--- config.mk ---
export PLATFORM = sky130hd
export DESIGN_NAME = elevator
export DESIGN_NICKNAME = d
export VERILOG_FILES = /design/src/rtl/elevator_pkg.sv /design/src/rtl/door_timer.sv /design/src/rtl/elevator.sv
export SDC_FILE = /design/constraint.sdc
export NUM_CORES = 1
export LEC_CHECK = 0
export ABC_AREA = 1
export CORE_MARGIN = 2
export CORE_UTILIZATION = 23
export CTS_CLUSTER_DIAMETER = 60
export CTS_CLUSTER_SIZE = 12
export DETAILED_ROUTE_END_ITERATION = 10
export SLEW_MARGIN = 15
export SYNTH_ARGS = -nofsm -noshare
export SYNTH_HDL_FRONTEND = slang
export SYNTH_HIERARCHICAL = 1
export SYNTH_SLANG_ARGS = --single-unit
--- constraint.sdc ---
create_clock -name clk -period 4.3 [get_ports clk]
set_clock_uncertainty 0.1 [all_clocks]
set_input_delay 0.86 -clock clk [delete_from_list [all_inputs] [get_ports clk]]
set_output_delay 0.86 -clock clk [all_outputs]
set_load 0.01 [all_outputs]
--- src/rtl/elevator_pkg.sv ---
// Shared types and encodings for the three-floor elevator controller.
// Floors are carried internally as 3-bit one-hot vectors: bit 0 = floor 1.
package elevator_pkg;

    typedef enum logic [1:0] {
        S_IDLE      = 2'd0,
        S_MOVE_UP   = 2'd1,
        S_MOVE_DOWN = 2'd2,
        S_DOOR_OPEN = 2'd3
    } state_e;

    localparam logic [1:0] DIR_IDLE = 2'b00;
    localparam logic [1:0] DIR_UP   = 2'b01;
    localparam logic [1:0] DIR_DOWN = 2'b10;

    localparam logic [1:0] FS_NONE = 2'd0;
    localparam logic [1:0] FS_F1   = 2'd1;
    localparam logic [1:0] FS_F2   = 2'd2;
    localparam logic [1:0] FS_F3   = 2'd3;

    localparam int DOOR_CYCLES_DEF = 8;

    function automatic logic [2:0] floor_mask(input logic [1:0] fs);
        case (fs)
            FS_NONE: return 3'b000;
            FS_F1:   return 3'b001;
            FS_F2:   return 3'b010;
            FS_F3:   return 3'b100;
            default: return 3'b000;
        endcase
    endfunction

    function automatic logic [2:0] above_mask(input logic [1:0] fs);
        case (fs)
            FS_F1:   return 3'b110;
            FS_F2:   return 3'b100;
            default: return 3'b000;
        endcase
    endfunction

    function automatic logic [2:0] below_mask(input logic [1:0] fs);
        case (fs)
            FS_F2:   return 3'b001;
            FS_F3:   return 3'b011;
            default: return 3'b000;
        endcase
    endfunction

endpackage

--- src/rtl/door_timer.sv ---
// Door-open countdown. Expires on the last open cycle so the door is high for
// exactly DOOR_CYCLES cycles, or early when the door-close button is held.
module door_timer
    import elevator_pkg::*;
#(
    parameter int DOOR_CYCLES = DOOR_CYCLES_DEF
) (
    input  logic clk,
    input  logic rst,
    input  logic load_i,
    input  logic clear_i,
    input  logic dc_i,
    output logic expired_o
);

    localparam int             TW       = $clog2(DOOR_CYCLES + 1);
    localparam logic [TW-1:0]  LOAD_VAL = TW'(DOOR_CYCLES);
    localparam logic [TW-1:0]  ONE      = TW'(1);

    logic [TW-1:0] count_q, count_d;

    // NOTE: every variable written in a combinational block gets a default
    // first; a path that leaves it unassigned would infer a latch.
    always_comb begin
        count_d = count_q;
        if (clear_i) begin
            count_d = '0;
        end else if (load_i) begin
            count_d = LOAD_VAL;
        end else if (count_q != '0) begin
            count_d = count_q - ONE;
        end
    end

    // NOTE: sequential state uses non-blocking assignments so every register
    // samples the pre-edge value of its peers, independent of statement order.
    always_ff @(posedge clk or posedge rst) begin
        if (rst) begin
            count_q <= '0;
        end else begin
            count_q <= count_d;
        end
    end

    assign expired_o = (count_q <= ONE) || dc_i;

endmodule

--- src/rtl/elevator.sv ---
// Three-floor elevator controller: sticky call latches, travel FSM and
// registered door/direction outputs. Door countdown lives in door_timer.
module elevator
    import elevator_pkg::*;
#(
    parameter int DOOR_CYCLES = DOOR_CYCLES_DEF
) (
    input  logic       clk,
    input  logic       rst,
    input  logic       UP1,
    input  logic       UP2,
    input  logic       DOWN2,
    input  logic       DOWN3,
    input  logic       FLOOR1,
    input  logic       FLOOR2,
    input  logic       FLOOR3,
    input  logic       DC,
    input  logic [1:0] FS,
    output logic       door,
    output logic [1:0] direction
);

    state_e     state_q, state_d;
    logic       door_q, door_d;
    logic [1:0] direction_q, direction_d;
    logic       last_up_q, last_up_d;
    logic [2:0] car_q, car_d;
    logic [2:0] up_q, up_d;
    logic [2:0] down_q, down_d;

    logic [2:0] btn_car, btn_up, btn_down;
    logic [2:0] fs_mask, req_vec;
    logic       at_req, req_above, req_below, cur_btn;
    logic       timer_load, timer_clear, timer_expired;

    assign btn_car  = {FLOOR3, FLOOR2, FLOOR1};
    assign btn_up   = {1'b0, UP2, UP1};
    assign btn_down = {DOWN3, DOWN2, 1'b0};

    assign fs_mask   = floor_mask(FS);
    assign req_vec   = car_q | up_q | down_q;
    assign at_req    = |(req_vec & fs_mask);
    assign req_above = |(req_vec & above_mask(FS));
    assign req_below = |(req_vec & below_mask(FS));
    assign cur_btn   = |((btn_car | btn_up | btn_down) & fs_mask);

    always_ff @(posedge clk or posedge rst) begin
        if (rst) begin
            state_q     <= S_IDLE;
            door_q      <= 1'b0;
            direction_q <= DIR_IDLE;
            last_up_q   <= 1'b1;
        end else begin
            state_q     <= state_d;
            door_q      <= door_d;
            direction_q <= direction_d;
            last_up_q   <= last_up_d;
        end
    end

    always_comb begin
        state_d   = state_q;
        last_up_d = last_up_q;
        unique case (state_q)
            S_IDLE: begin
                if (at_req) begin
                    state_d = S_DOOR_OPEN;
                end else if (req_above && (!req_below || last_up_q)) begin
                    state_d = S_MOVE_UP;
                end else if (req_below) begin
                    state_d = S_MOVE_DOWN;
                end
            end
            S_MOVE_UP: begin
                if (at_req)             state_d = S_DOOR_OPEN;
                else if (FS == FS_F3)   state_d = S_IDLE;
            end
            S_MOVE_DOWN: begin
                if (at_req)             state_d = S_DOOR_OPEN;
                else if (FS == FS_F1)   state_d = S_IDLE;
            end
            S_DOOR_OPEN: begin
                // A call at the open floor holds the door even if DC is pressed.
                if (!cur_btn && timer_expired) state_d = S_IDLE;
            end
            default: state_d = S_IDLE;
        endcase
        if (state_d == S_MOVE_UP)   last_up_d = 1'b1;
        if (state_d == S_MOVE_DOWN) last_up_d = 1'b0;
    end

    always_comb begin
        door_d      = 1'b0;
        direction_d = DIR_IDLE;
        case (state_d)
            S_MOVE_UP:   direction_d = DIR_UP;
            S_MOVE_DOWN: direction_d = DIR_DOWN;
            S_DOOR_OPEN: door_d      = 1'b1;
            default:     ;
        endcase
    end

    // Calls for the floor being served are dropped on the same edge, including
    // presses that arrive on that edge.
    always_comb begin
        car_d  = car_q  | btn_car;
        up_d   = up_q   | btn_up;
        down_d = down_q | btn_down;
        if (state_d == S_DOOR_OPEN) begin
            car_d  = car_d  & ~fs_mask;
            up_d   = up_d   & ~fs_mask;
            down_d = down_d & ~fs_mask;
        end
    end

    always_ff @(posedge clk or posedge rst) begin
        if (rst) begin
            car_q  <= '0;
            up_q   <= '0;
            down_q <= '0;
        end else begin
            car_q  <= car_d;
            up_q   <= up_d;
            down_q <= down_d;
        end
    end

    assign timer_load  = (state_d == S_DOOR_OPEN) && ((state_q != S_DOOR_OPEN) || cur_btn);
    assign timer_clear = (state_d != S_DOOR_OPEN);

    door_timer #(
        .DOOR_CYCLES(DOOR_CYCLES)
    ) u_door_timer (
        .clk      (clk),
        .rst      (rst),
        .load_i   (timer_load),
        .clear_i  (timer_clear),
        .dc_i     (DC),
        .expired_o(timer_expired)
    );

    assign door      = door_q;
    assign direction = direction_q;

endmodule

==> impl_metrics.toml <==
# physical design summary
[status]
status = "finished, final reports clean"

[routing]
num_vias = 945
routed.top_layer = "met4"
viasPerCell = 3.921
drt_wl_total_um = 2145
post_drt_wl_per_cell_um = 8.900
drc = 0
ant_nets = 0
met1Wirelength_um = 1068

[yosys]
common_cells = "nor2_1 (36), nand2_1 (32), inv_1 (28), dfrtp_1 (18), ha_1 (13)"
ys_sh_simple_pct = 31.66
synthAoiAreaFrac_pct = 4.158
ys_sh_xor_pct = 0.7463
ys_cells = 156
top_area_share_pct = 38.38
yosys_warnings = 6
avgSynthCellArea_um2 = 7.523
yosysMostFrequentCell = "nor2_1"
synth-seq-cells = 19
async_reset_ff_share_pct = 100.0
yosysSeqAreaShare_pct = 40.62
synth_cells = 156
synth-edff-count = 0
synthTopCellsByArea = "dfrtp_1 (38%), ha_1 (14%), nor2_1 (12%)"

[final_timing]
max_freq_ghz = 0.3084
worst_slew_pin_slew_ns = 0.5992
hold_ws_ns = 0.3865
final-setup-viol-count = 0
slew_viol_final = 0
final-hold-violation-count = 0
relSlewSlack_pct = 60.01

[floorplan]
dieArea_um2 = 5690
fp_util_pct = 24.36
row_count = 25
nWellTaps = 67

[placement]
place.gp.congestion = 0.8162
dp_cells = 237
placed_cell_area_um2 = 1398
dp_hpwl_um = 1767
portBuffers = 14

[power]
p_sw_mw = 0.3470
power_mw = 0.8268
internal-power_mw = 0.4798
p_leak_nw = 0.7458
switching_share_pct = 41.97
p_seq_share_pct = 35.9
combPwrFrac_pct = 49.2

[setup_path]
rr_worst_depth = 15
path_max_fanout = 5
timing.rr.end = "u_door_timer/count_q[3]"
worst-setup-path-type = "in2reg"
critPathTopFamily = "simple AND/OR/NAND/NOR gates"
crit_path_start = "FS[0]"
endpoint = "u_door_timer/count_q[3]"
critical_path.startpoint_type = "input port"
arrival_ns = 3.30
crit_path_top_delay_cell = "clkdlybuf4s50_1"
rrSetupSlack_ns = 1.74
crit_chain = "clkdlybuf4s50_1 > inv_1 > ha_1 > or2_0 > nand2_1 > nand2_1 > nand2_1 > nand2_2 > nand2_2 > inv_1 > nor2_1 > ha_1 > inv_1 > nor2_2 > nand3_2 > nand2_1 > nor2_2"

[final_layout]
comb_area_um2 = 591.8
clock_buffers = 3
lay_top_count = "nor2_1"
largest_register = "u_door_timer/count_q"
nets = 200
inverters = 28
final_util_pct = 29.97
final_cell_mix = "nor2_1 (36), nand2_1 (32), inv_1 (28)"
final_area_um2 = 1444
comb_area_share_pct = 40.99
buffer_area_share_pct = 9.705
drive_above_1_share_pct = 8.621
instances_no_fill = 241

[clock_tree]
cts-resized-gates = 0
clk_pin_slew_ns = 0.07
numCtsBuffers = 3
postCtsSetupBuffers = 0
cts_max_level = 1
cts_tree = "built"
cts_buffer_depth = 2
ctsHoldBuffers = 0

[grt]
grt_pass1_vias = 912
grt_usage_pct = 8.663
met3_usage_pct = 1.852
grt_use_met1_pct = 11.60

[worst_hold_path]
worstHoldEndpoint = "last_up_q"
hold_depth = 2
hold_path.class = "reg2reg"

[job]
warning_count = 36
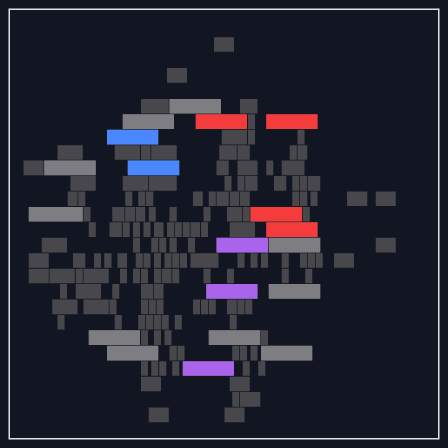
(sequential cells coloured by netlist name)
Other sequential cells in the stronger grey, the rest of the logic in the fainter grey.
name in the netlist	colour	flops
down_q	purple	3
state_q	blue	2
u_door_timer/count_q	red	4
sequential power: 0.297 mW
flop share of the area: 33.02%

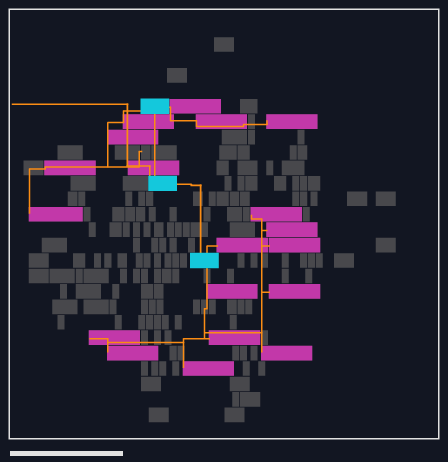
(clock network drawn from the DEF)
The bar under the picture is 20 um long.
[clock wires] orange | length: 240 um
[cells driving clock nets] cyan | count: 3
[flip-flops] magenta | count: 19
routed clock nets	4
Clk power: 0.123 mW
Clock Power Share: 14.9%
clock latency on the worst-skew pair: 0.26 ns

No activity file was given, so power comes from the tool's default toggle rates.
